===== config.mk =====
export PLATFORM = sky130hd
export DESIGN_NAME = forward_stall_unit_flat
export DESIGN_NICKNAME = d
export VERILOG_FILES = /design/src/rtl/forward_stall_unit_if.sv /design/src/rtl/forward_stall_unit.sv /design/src/flat_wrapper.sv
export SDC_FILE = /design/constraint.sdc
export NUM_CORES = 1
export LEC_CHECK = 0
export ABC_AREA = 1
export CAP_MARGIN = 20
export CORE_ASPECT_RATIO = 1.25
export CORE_MARGIN = 10
export CORE_UTILIZATION = 51
export DETAILED_ROUTE_END_ITERATION = 10
export PLACE_DENSITY = 0.95
export SETUP_SLACK_MARGIN = 0.5
export SYNTH_ARGS = -nofsm -noshare
export SYNTH_HDL_FRONTEND = slang
export SYNTH_SLANG_ARGS = --single-unit
export TNS_END_PERCENT = 20

===== constraint.sdc =====
create_clock -name i_clk -period 3.9 [get_ports i_clk]
set_input_delay 0.78 -clock i_clk [delete_from_list [all_inputs] [get_ports i_clk]]
set_output_delay 0.78 -clock i_clk [all_outputs]
set_load 0.02 [all_outputs]

===== src/rtl/forward_stall_unit_if.sv =====
// Bundles the forwarding / hazard / mult-div signals of forward_stall_unit.
//   master : pipeline side, drives the i_* signals and observes the o_* signals
//   slave  : forward_stall_unit side
// Inputs : per-source RegWrite/Rd, ID/EX Rs/Rt/MemRead/Rd, IF/ID Rs/Rt/uses-Rt,
//          mult/div start, stall-counter clear
// Outputs: ALU operand mux selects, stall, bubble, busy, saturating stall counter
interface forward_stall_unit_if #(
  parameter int unsigned REG_ADDR_W = 5,
  parameter int unsigned N_SRC      = 2,
  parameter int unsigned CNT_W      = 16
);
  localparam int unsigned SEL_W = $clog2(N_SRC + 1);

  logic [N_SRC-1:0]            i_src_regwrite;
  logic [N_SRC*REG_ADDR_W-1:0] i_src_rd;
  logic [REG_ADDR_W-1:0]       i_ex_rs;
  logic [REG_ADDR_W-1:0]       i_ex_rt;
  logic                        i_ex_memread;
  logic [REG_ADDR_W-1:0]       i_ex_rd;
  logic [REG_ADDR_W-1:0]       i_id_rs;
  logic [REG_ADDR_W-1:0]       i_id_rt;
  logic                        i_id_uses_rt;
  logic                        i_muldiv_start;
  logic                        i_clr_count;
  logic [SEL_W-1:0]            o_mux_a_sel;
  logic [SEL_W-1:0]            o_mux_b_sel;
  logic                        o_stall;
  logic                        o_bubble;
  logic                        o_busy;
  logic [CNT_W-1:0]            o_stall_count;

  modport master (
    output i_src_regwrite, i_src_rd, i_ex_rs, i_ex_rt, i_ex_memread, i_ex_rd,
           i_id_rs, i_id_rt, i_id_uses_rt, i_muldiv_start, i_clr_count,
    input  o_mux_a_sel, o_mux_b_sel, o_stall, o_bubble, o_busy, o_stall_count
  );

  modport slave (
    input  i_src_regwrite, i_src_rd, i_ex_rs, i_ex_rt, i_ex_memread, i_ex_rd,
           i_id_rs, i_id_rt, i_id_uses_rt, i_muldiv_start, i_clr_count,
    output o_mux_a_sel, o_mux_b_sel, o_stall, o_bubble, o_busy, o_stall_count
  );
endinterface


===== src/rtl/forward_stall_unit.sv =====
// EX-stage forwarding unit with load-use hazard detection and a mult/div stall FSM.
//   i_clk     : clock, rising edge
//   i_reset_n : asynchronous active-low reset
//   bus       : forward_stall_unit_if.slave
//     o_mux_a_sel / o_mux_b_sel : 0 = register file, k+1 = forwarding source k (0 youngest)
//     o_stall   : freeze PC, IF/ID, ID/EX (load-use bubble cycle or mult/div busy)
//     o_bubble  : insert NOP into ID/EX, load-use only
//     o_busy    : registered, high while a mult/div op is in flight
//     o_stall_count : saturating count of stall cycles, synchronous clear
// Interface parameters must match the module parameters of the same name.
module forward_stall_unit #(
  parameter int unsigned REG_ADDR_W = 5,
  parameter int unsigned N_SRC      = 2,
  parameter int unsigned MULDIV_LAT = 4,
  parameter int unsigned CNT_W      = 16
) (
  input logic               i_clk,
  input logic               i_reset_n,
  forward_stall_unit_if.slave bus
);
  localparam int unsigned SEL_W = $clog2(N_SRC + 1);
  // The FSM counts down from LAT-1 to 0, giving exactly MULDIV_LAT busy cycles.
  localparam logic [7:0]  LatM1 = 8'(MULDIV_LAT - 1);

  typedef enum logic [0:0] {StIdle, StBusy} state_e;

  state_e           state_q, state_d;
  logic [7:0]       cnt_q, cnt_d;
  logic             busy_q;
  logic [CNT_W-1:0] stall_count_q, stall_count_d;

  logic [SEL_W-1:0]      sel_a, sel_b;
  logic [REG_ADDR_W-1:0] rd_k;
  logic                  load_use_hit;
  logic                  stall, bubble;

  // Forwarding: walk from oldest to youngest so the youngest match overwrites.
  always_comb begin
    sel_a = '0;
    sel_b = '0;
    rd_k  = '0;
    for (int k = int'(N_SRC) - 1; k >= 0; k--) begin
      rd_k = bus.i_src_rd[k*REG_ADDR_W +: REG_ADDR_W];
      if (bus.i_src_regwrite[k] && (rd_k != '0)) begin
        if (rd_k == bus.i_ex_rs) sel_a = SEL_W'(k + 1);
        if (rd_k == bus.i_ex_rt) sel_b = SEL_W'(k + 1);
      end
    end
  end

  assign load_use_hit = bus.i_ex_memread && (bus.i_ex_rd != '0) &&
                        ((bus.i_ex_rd == bus.i_id_rs) ||
                         (bus.i_id_uses_rt && (bus.i_ex_rd == bus.i_id_rt)));

  always_comb begin
    state_d = state_q;
    cnt_d   = cnt_q;
    stall   = 1'b0;
    bubble  = 1'b0;
    unique case (state_q)
      StIdle: begin
        if (load_use_hit) begin
          stall  = 1'b1;
          bubble = 1'b1;
        end
        // A simultaneous load-use hit still gets its bubble this cycle.
        if (bus.i_muldiv_start) begin
          state_d = StBusy;
          cnt_d   = LatM1;
        end
      end
      StBusy: begin
        stall = 1'b1;
        if (cnt_q != 8'd0) begin
          cnt_d = cnt_q - 8'd1;
        end else begin
          state_d = StIdle;
        end
      end
      default: state_d = StIdle;
    endcase
  end

  always_comb begin
    stall_count_d = stall_count_q;
    if (bus.i_clr_count) begin
      stall_count_d = '0;
    end else if (stall && !(&stall_count_q)) begin
      stall_count_d = stall_count_q + 1'b1;
    end
  end

  always_ff @(posedge i_clk or negedge i_reset_n) begin
    if (!i_reset_n) begin
      state_q       <= StIdle;
      cnt_q         <= 8'd0;
      busy_q        <= 1'b0;
      stall_count_q <= '0;
    end else begin
      state_q       <= state_d;
      cnt_q         <= cnt_d;
      busy_q        <= (state_d == StBusy);
      stall_count_q <= stall_count_d;
    end
  end

  // Combinational outputs are held low while reset is asserted.
  assign bus.o_mux_a_sel   = i_reset_n ? sel_a : '0;
  assign bus.o_mux_b_sel   = i_reset_n ? sel_b : '0;
  assign bus.o_stall       = i_reset_n & stall;
  assign bus.o_bubble      = i_reset_n & bubble;
  assign bus.o_busy        = busy_q;
  assign bus.o_stall_count = stall_count_q;
endmodule


===== src/flat_wrapper.sv =====
// flat-port wrapper written by rule: the top's interface ports become plain ports
module forward_stall_unit_flat 
#(
  parameter int unsigned REG_ADDR_W = 5,
  parameter int unsigned N_SRC      = 2,
  parameter int unsigned MULDIV_LAT = 4,
  parameter int unsigned CNT_W      = 16
)
  (i_clk, i_reset_n, bus_i_src_regwrite, bus_i_src_rd, bus_i_ex_rs, bus_i_ex_rt, bus_i_ex_memread, bus_i_ex_rd, bus_i_id_rs, bus_i_id_rt, bus_i_id_uses_rt, bus_i_muldiv_start, bus_i_clr_count, bus_o_mux_a_sel, bus_o_mux_b_sel, bus_o_stall, bus_o_bubble, bus_o_busy, bus_o_stall_count);
  forward_stall_unit_if #(.REG_ADDR_W(REG_ADDR_W), .N_SRC(N_SRC), .CNT_W(CNT_W)) bus_i ();
  input logic i_clk;
  input logic i_reset_n;
  input wire logic [$bits(bus_i.i_src_regwrite)-1:0] bus_i_src_regwrite;
  input wire logic [$bits(bus_i.i_src_rd)-1:0] bus_i_src_rd;
  input wire logic [$bits(bus_i.i_ex_rs)-1:0] bus_i_ex_rs;
  input wire logic [$bits(bus_i.i_ex_rt)-1:0] bus_i_ex_rt;
  input wire logic [$bits(bus_i.i_ex_memread)-1:0] bus_i_ex_memread;
  input wire logic [$bits(bus_i.i_ex_rd)-1:0] bus_i_ex_rd;
  input wire logic [$bits(bus_i.i_id_rs)-1:0] bus_i_id_rs;
  input wire logic [$bits(bus_i.i_id_rt)-1:0] bus_i_id_rt;
  input wire logic [$bits(bus_i.i_id_uses_rt)-1:0] bus_i_id_uses_rt;
  input wire logic [$bits(bus_i.i_muldiv_start)-1:0] bus_i_muldiv_start;
  input wire logic [$bits(bus_i.i_clr_count)-1:0] bus_i_clr_count;
  output wire logic [$bits(bus_i.o_mux_a_sel)-1:0] bus_o_mux_a_sel;
  output wire logic [$bits(bus_i.o_mux_b_sel)-1:0] bus_o_mux_b_sel;
  output wire logic [$bits(bus_i.o_stall)-1:0] bus_o_stall;
  output wire logic [$bits(bus_i.o_bubble)-1:0] bus_o_bubble;
  output wire logic [$bits(bus_i.o_busy)-1:0] bus_o_busy;
  output wire logic [$bits(bus_i.o_stall_count)-1:0] bus_o_stall_count;
  assign bus_i.i_src_regwrite = bus_i_src_regwrite;
  assign bus_i.i_src_rd = bus_i_src_rd;
  assign bus_i.i_ex_rs = bus_i_ex_rs;
  assign bus_i.i_ex_rt = bus_i_ex_rt;
  assign bus_i.i_ex_memread = bus_i_ex_memread;
  assign bus_i.i_ex_rd = bus_i_ex_rd;
  assign bus_i.i_id_rs = bus_i_id_rs;
  assign bus_i.i_id_rt = bus_i_id_rt;
  assign bus_i.i_id_uses_rt = bus_i_id_uses_rt;
  assign bus_i.i_muldiv_start = bus_i_muldiv_start;
  assign bus_i.i_clr_count = bus_i_clr_count;
  assign bus_o_mux_a_sel = bus_i.o_mux_a_sel;
  assign bus_o_mux_b_sel = bus_i.o_mux_b_sel;
  assign bus_o_stall = bus_i.o_stall;
  assign bus_o_bubble = bus_i.o_bubble;
  assign bus_o_busy = bus_i.o_busy;
  assign bus_o_stall_count = bus_i.o_stall_count;
  forward_stall_unit #(.REG_ADDR_W(REG_ADDR_W), .N_SRC(N_SRC), .MULDIV_LAT(MULDIV_LAT), .CNT_W(CNT_W)) u_core (.i_clk(i_clk), .i_reset_n(i_reset_n), .bus(bus_i));
endmodule

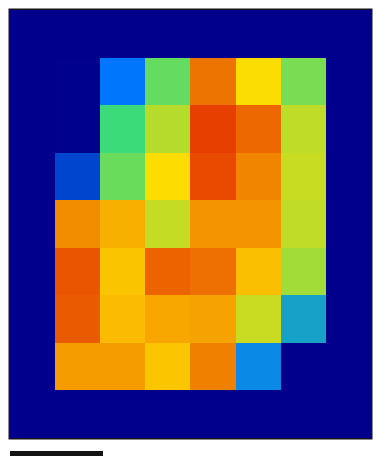
Fig. 1. Placement density heat map (run 1).
Bar = 20 um. The die is cut into 8 by 9 equal tiles; dark blue is low, red is high, 0 to 100% covered.
tiles over 75% full = 31%
emptiest ninth of the die = upper left
nearly empty tiles = 46%
mean over tiles = 39%
final core area utilization: 70.4%
FP Util: 52.6%
core area: 4070 um2

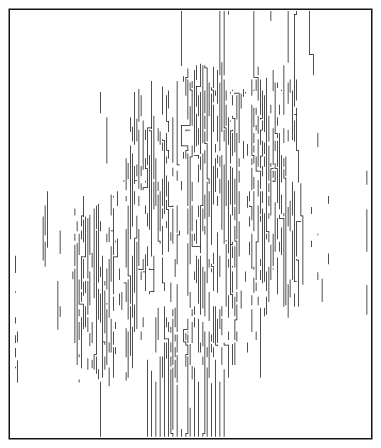
Fig. 2. Met2 routing (run 1).
main direction = vertical
share of all routed wire = 55%
longest straight run = 33.1 um
nets with wire on the layer = 341
met2 usage: 31.0%
final wirelength: 5800 um

==> job_summary.md, run 1 <==
### Flow metrics

| Metric | Value |
|---|---|
| Final Max Slew Viols | `0` |
| Combinational gates | `about 230` |
| Synthesized instance count | `307` |
| Yosys stat cell total | `roughly 310` |
| Slew margin rel. | `approximately a third` |
| Leading cell kind | `combinational gates` |
| Maximum VDD drop | `roughly 0.14 mV` |
| CTS tree | `done` |
| Clock share of power | `between 20 and 30%` |
| Antenna diode count | `0` |
| Combinational share of cell area | `45.6%` |
| Non-clk bufs | `~66` |
| Initial DRC count | `approximately 180` |
| CP bufs+invs | `3` |
| Met3 Routed Length | `slightly below 500 um` |
| Post-route cell area | `roughly 2900 um2` |
| Layout area overhead | `33.9%` |
| Post-CTS sizing | `2` |
| Fmax | `just under 300 MHz` |
| Total area of sequential cells | `626 um2` |
| Top Family by Delay on Critical Path | `buffers and inverters` |
| Endpoints failing setup | `0` |
| Leading area contributor after synthesis | `dfrtp_1` |
| XOR Share, Synth | `12.3%` |
| PD cells | `190 nW/um2` |
| Crit path depth | `10` |
| NonClk Buf Share | `between 20% and 30%` |
| AO/OA Area Share | `approximately 4.7%` |
| Syn Area/Cell | `6.97 um2` |
| Ys flop type | `dfrtp_1` |
| Number of clock buffers in the layout | `4` |
| Non-filler cells, final | `about 430` |
| Slowest stage delay, CP | `~0.62 ns` |
| Dpl cell area | `2820 um2` |
| I/O pin count | `66` |
| Setup TNS | `0 ns` |
| Clk power | `0.157 mW` |
| Comb power | `approximately 0.12 mW` |
| CP Launch Point | `bus_i_ex_rd[4]` |
| Synth Seq Share | `a little under 30%` |
| Pin count of the biggest net entering global routing | `33` |
| Die Footprint | `roughly 7200 um2` |
| P_sw | `~0.14 mW` |
| Synth area leaders | `dfrtp_1 (29%), nand2_1 (13%), inv_1 (6.8%), xor2_1 (6.5%), nand4_1 (5.8%)` |
| Post-CTS Setup Bufs | `0` |
| Clock skew | `0.00523 ns` |
| Dominant cell area share | `roughly 30%` |
| Vias/cell | `5.29` |
| Measured slew at the worst slew-check pin | `1.02 ns` |
| Rows | `26` |
| Flops | `25` |
| NumNets Final | `between 400 and 500` |
| Hold Crit Start | `u_core.cnt_q[1]$_DFFE_PN0P_` |
| Setup WS pre-CTS | `~0.43 ns` |
| Simple-Gate Area Share | `42.3%` |
| Clock slew at reported path FFs | `0.09 ns` |
| Log Warnings | `29` |
| Insertion Delay late pin | `between 0.2 and 0.3 ns` |
| Post-DP HPWL | `roughly 4700 um` |
| Top power group | `registers` |
| Register-to-register setup slack | `approximately 2 ns` |
| Root Driver | `clkbuf_8` |
| Distinct lib cells used | `29` |
| Design Power | `0.544 mW` |
| Pleak | `around 1.4 nW` |
| Max FO, Critical Path | `4` |
| Status | `complete, no violations` |
| CP max-delay cell | `clkdlybuf4s50_1` |
| Post-Syn Nets | `between 300 and 400` |
| Layout cells sized above 1 | `7.84%` |
| Reg-to-Reg End | `u_core.bus.o_stall_count[2]$_DFFE_PN0P_` |
| Initial antenna violation count | `0` |
| Commonest Layout Cell | `nand2_1` |
| Min-Delay Path Depth | `2` |
| Int Pwr | `approximately 0.4 mW` |
| Adder share | `under 10%` |
| Combinational share of power | `~23%` |
| Placed cells | `between 400 and 500` |
| Synthesis area per yosys | `about 2100 um2` |
| Worst hold path class | `reg2reg` |
| Tapcells | `between 50 and 60` |
| Top-count cell post-synth | `nand2_1` |
| Number of enable flip-flop cells | `0` |
| Net Sw Frac | `26.4%` |
| Ys Warns | `0` |
| Post-route clock period utilization | `just under 90%` |
| Seq area share | `21.8%` |
| WL met1 | `roughly 2000 um` |
| Hold slack | `0.512 ns` |
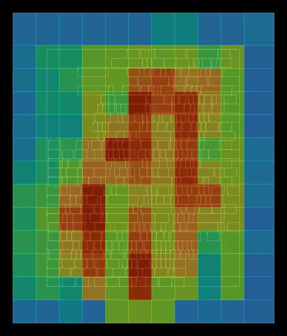
Fig. 3. Congestion heat map (run 1).
gr usage total: 15.7%
met1 Track Usage GR: 14.7%
grt peak-use layer: met2
met3 Track Usage GR: 5.32%
Routed WL per cell: 13.6 um

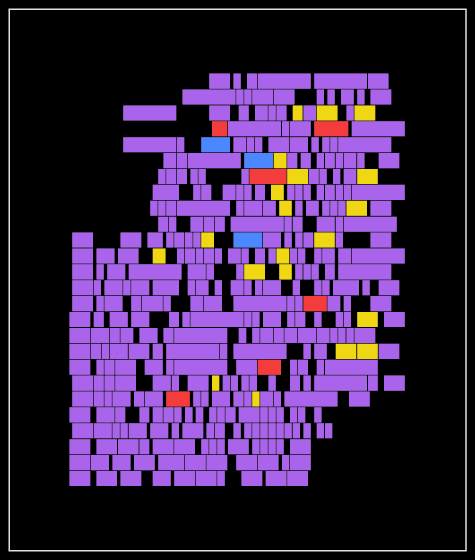
Fig. 4. Cells by drive strength (run 1).
red -> drive 3 to 4  # cells 6, share 1.6%, most used nand2_4
purple -> drive 1 or less  # cells 341, share 92%, most used nand2_1
blue -> drive 6 and up  # cells 3, share 0.81%, most used clkbuf_8
yellow -> drive 2  # cells 20, share 5.4%, most used nand3_2

--- run 2 (diff from run 1) ---
--- a/config.mk
+++ b/config.mk
@@ -13,6 +13,8 @@
 export DETAILED_ROUTE_END_ITERATION = 10
 export PLACE_DENSITY = 0.95
 export SETUP_SLACK_MARGIN = 0.5
+export SKIP_CTS_REPAIR_TIMING = 1
+export SLEW_MARGIN = 20
 export SYNTH_ARGS = -nofsm -noshare
 export SYNTH_HDL_FRONTEND = slang
 export SYNTH_SLANG_ARGS = --single-unit
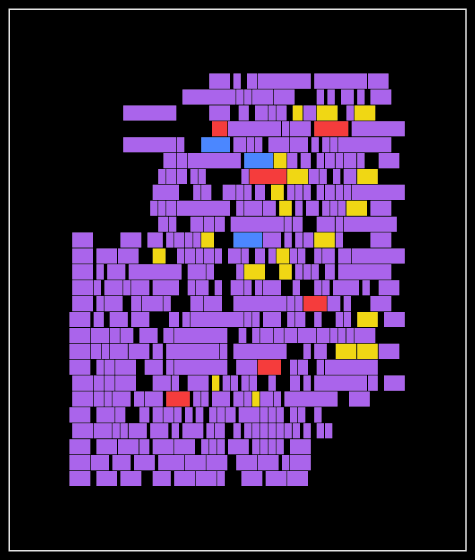
Fig. 5. Cells by drive strength (run 2).
purple -> drive 1 or less  # cells 341, share 92%, most used nand2_1
blue -> drive 6 and up  # cells 3, share 0.81%, most used clkbuf_8
yellow -> drive 2  # cells 20, share 5.4%, most used nand3_2
red -> drive 3 to 4  # cells 6, share 1.6%, most used nand2_4

==> job_summary.md, run 2 <==
### Flow metrics

| Metric | Value |
|---|---|
| Net Sw Frac | `26.4% (about the same)` |
| Syn Area/Cell | `6.97 um2 (unchanged)` |
| FP Util | `52.6% (unchanged)` |
| Yosys stat cell total | `307 (unchanged)` |
| Design Power | `0.544 mW (about the same)` |
| Leading cell kind | `combinational gates` |
| CP max-delay cell | `clkdlybuf4s50_1` |
| CTS tree | `done` |
| Met3 Routed Length | `485 um (unchanged)` |
| Synthesized instance count | `307 (unchanged)` |
| Initial DRC count | `180 (unchanged)` |
| Vias/cell | `5.29 (about the same)` |
| Layout cells sized above 1 | `7.84% (unchanged)` |
| Post-route cell area | `2870 um2 (about the same)` |
| Top power group | `registers` |
| Placed cells | `422 (unchanged)` |
| Dpl cell area | `2820 um2 (unchanged)` |
| I/O pin count | `66 (unchanged)` |
| Worst R2R Path Depth | `9` |
| Routed WL per cell | `13.6 um (about the same)` |
| Core area | `4070 um2 (unchanged)` |
| Adder share | `1.75% (unchanged)` |
| Rows | `26 (unchanged)` |
| Non-filler cells, final | `426 (unchanged)` |
| Number of enable flip-flop cells | `0 (unchanged)` |
| Combinational gates | `233 (unchanged)` |
| Final Max Slew Viols | `0 (unchanged)` |
| Final core area utilization | `70.5% (about the same)` |
| Slew margin rel. | `31.7% (unchanged)` |
| NonClk Buf Share | `23.1% (+0.034 points)` |
| Top-count cell post-synth | `nand2_1` |
| Status | `complete, no violations` |
| Endpoints failing setup | `0 (unchanged)` |
| Simple-Gate Area Share | `42.3% (unchanged)` |
| Ys Warns | `0 (unchanged)` |
| Top Family by Delay on Critical Path | `buffers and inverters` |
| Max FO, Critical Path | `3 (-1)` |
| Min-Delay Path Depth | `2 (unchanged)` |
| Gr usage total | `15.7% (unchanged)` |
| Measured slew at the worst slew-check pin | `1.02 ns (unchanged)` |
| Total area of sequential cells | `626 um2 (unchanged)` |
| Synth area leaders | `dfrtp_1 (29%), nand2_1 (13%), inv_1 (6.8%), xor2_1 (6.5%), nand4_1 (5.8%)` |
| PD cells | `190 nW/um2 (about the same)` |
| Register-to-register setup slack | `1.99 ns (about the same)` |
| Met1 Track Usage GR | `14.7% (unchanged)` |
| Synthesis area per yosys | `2140 um2 (unchanged)` |
| Insertion Delay late pin | `0.27 ns (about the same)` |
| WL met1 | `2060 um (unchanged)` |
| Clock buffer count from CTS | `3` |
| Initial antenna violation count | `0 (unchanged)` |
| Crit path depth | `8 (-2)` |
| Met2 WL post-DR | `3180 um` |
| Reg-to-Reg End | `u_core.bus.o_stall_count[2]$_DFFE_PN0P_` |
| Root Driver | `clkbuf_8` |
| Dominant cell area share | `29.2% (unchanged)` |
| Setup TNS | `0 ns (unchanged)` |
| Ys flop type | `dfrtp_1` |
| Routability cong. | `between 0.9 and 1` |
| Number of clock buffers in the layout | `4 (unchanged)` |
| Clock skew | `0.00528 ns (+0.0000564 ns)` |
| Maximum VDD drop | `0.138 mV (about the same)` |
| Post-route clock period utilization | `88.0% (+0.82 points)` |
| Pin count of the biggest net entering global routing | `33 (unchanged)` |
| Met3 Track Usage GR | `5.32% (unchanged)` |
| Synth Seq Share | `29.2% (unchanged)` |
| Clock share of power | `28.8% (about the same)` |
| P_sw | `0.144 mW (about the same)` |
| Flops | `25 (unchanged)` |
| Fmax | `291 MHz (-0.94%)` |
| Distinct lib cells used | `29 (unchanged)` |
| Combinational share of power | `22.6% (about the same)` |
| Clock slew at reported path FFs | `0.09 ns (about the same)` |
| Leading area contributor after synthesis | `dfrtp_1` |
| Hold Crit Start | `u_core.cnt_q[1]$_DFFE_PN0P_` |
| Post-Syn Nets | `353 (unchanged)` |
| Pleak | `1.39 nW (-0.35%)` |
| Die Footprint | `7200 um2 (unchanged)` |
| Seq area share | `21.8% (about the same)` |
| Final wirelength | `5800 um (about the same)` |
| Setup WS pre-CTS | `0.427 ns (unchanged)` |
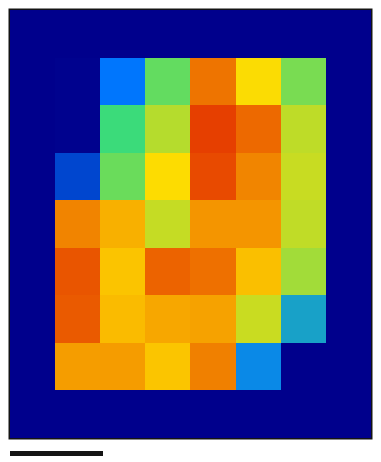
Fig. 6. Placement density heat map (run 2).
Bar = 20 um. The die is cut into 8 by 9 equal tiles; dark blue is low, red is high, 0 to 100% covered.
densest ninth of the die = centre
tiles over 75% full = 31%
fullest tile = 93%

No activity file was given, so power comes from the tool's default toggle rates.
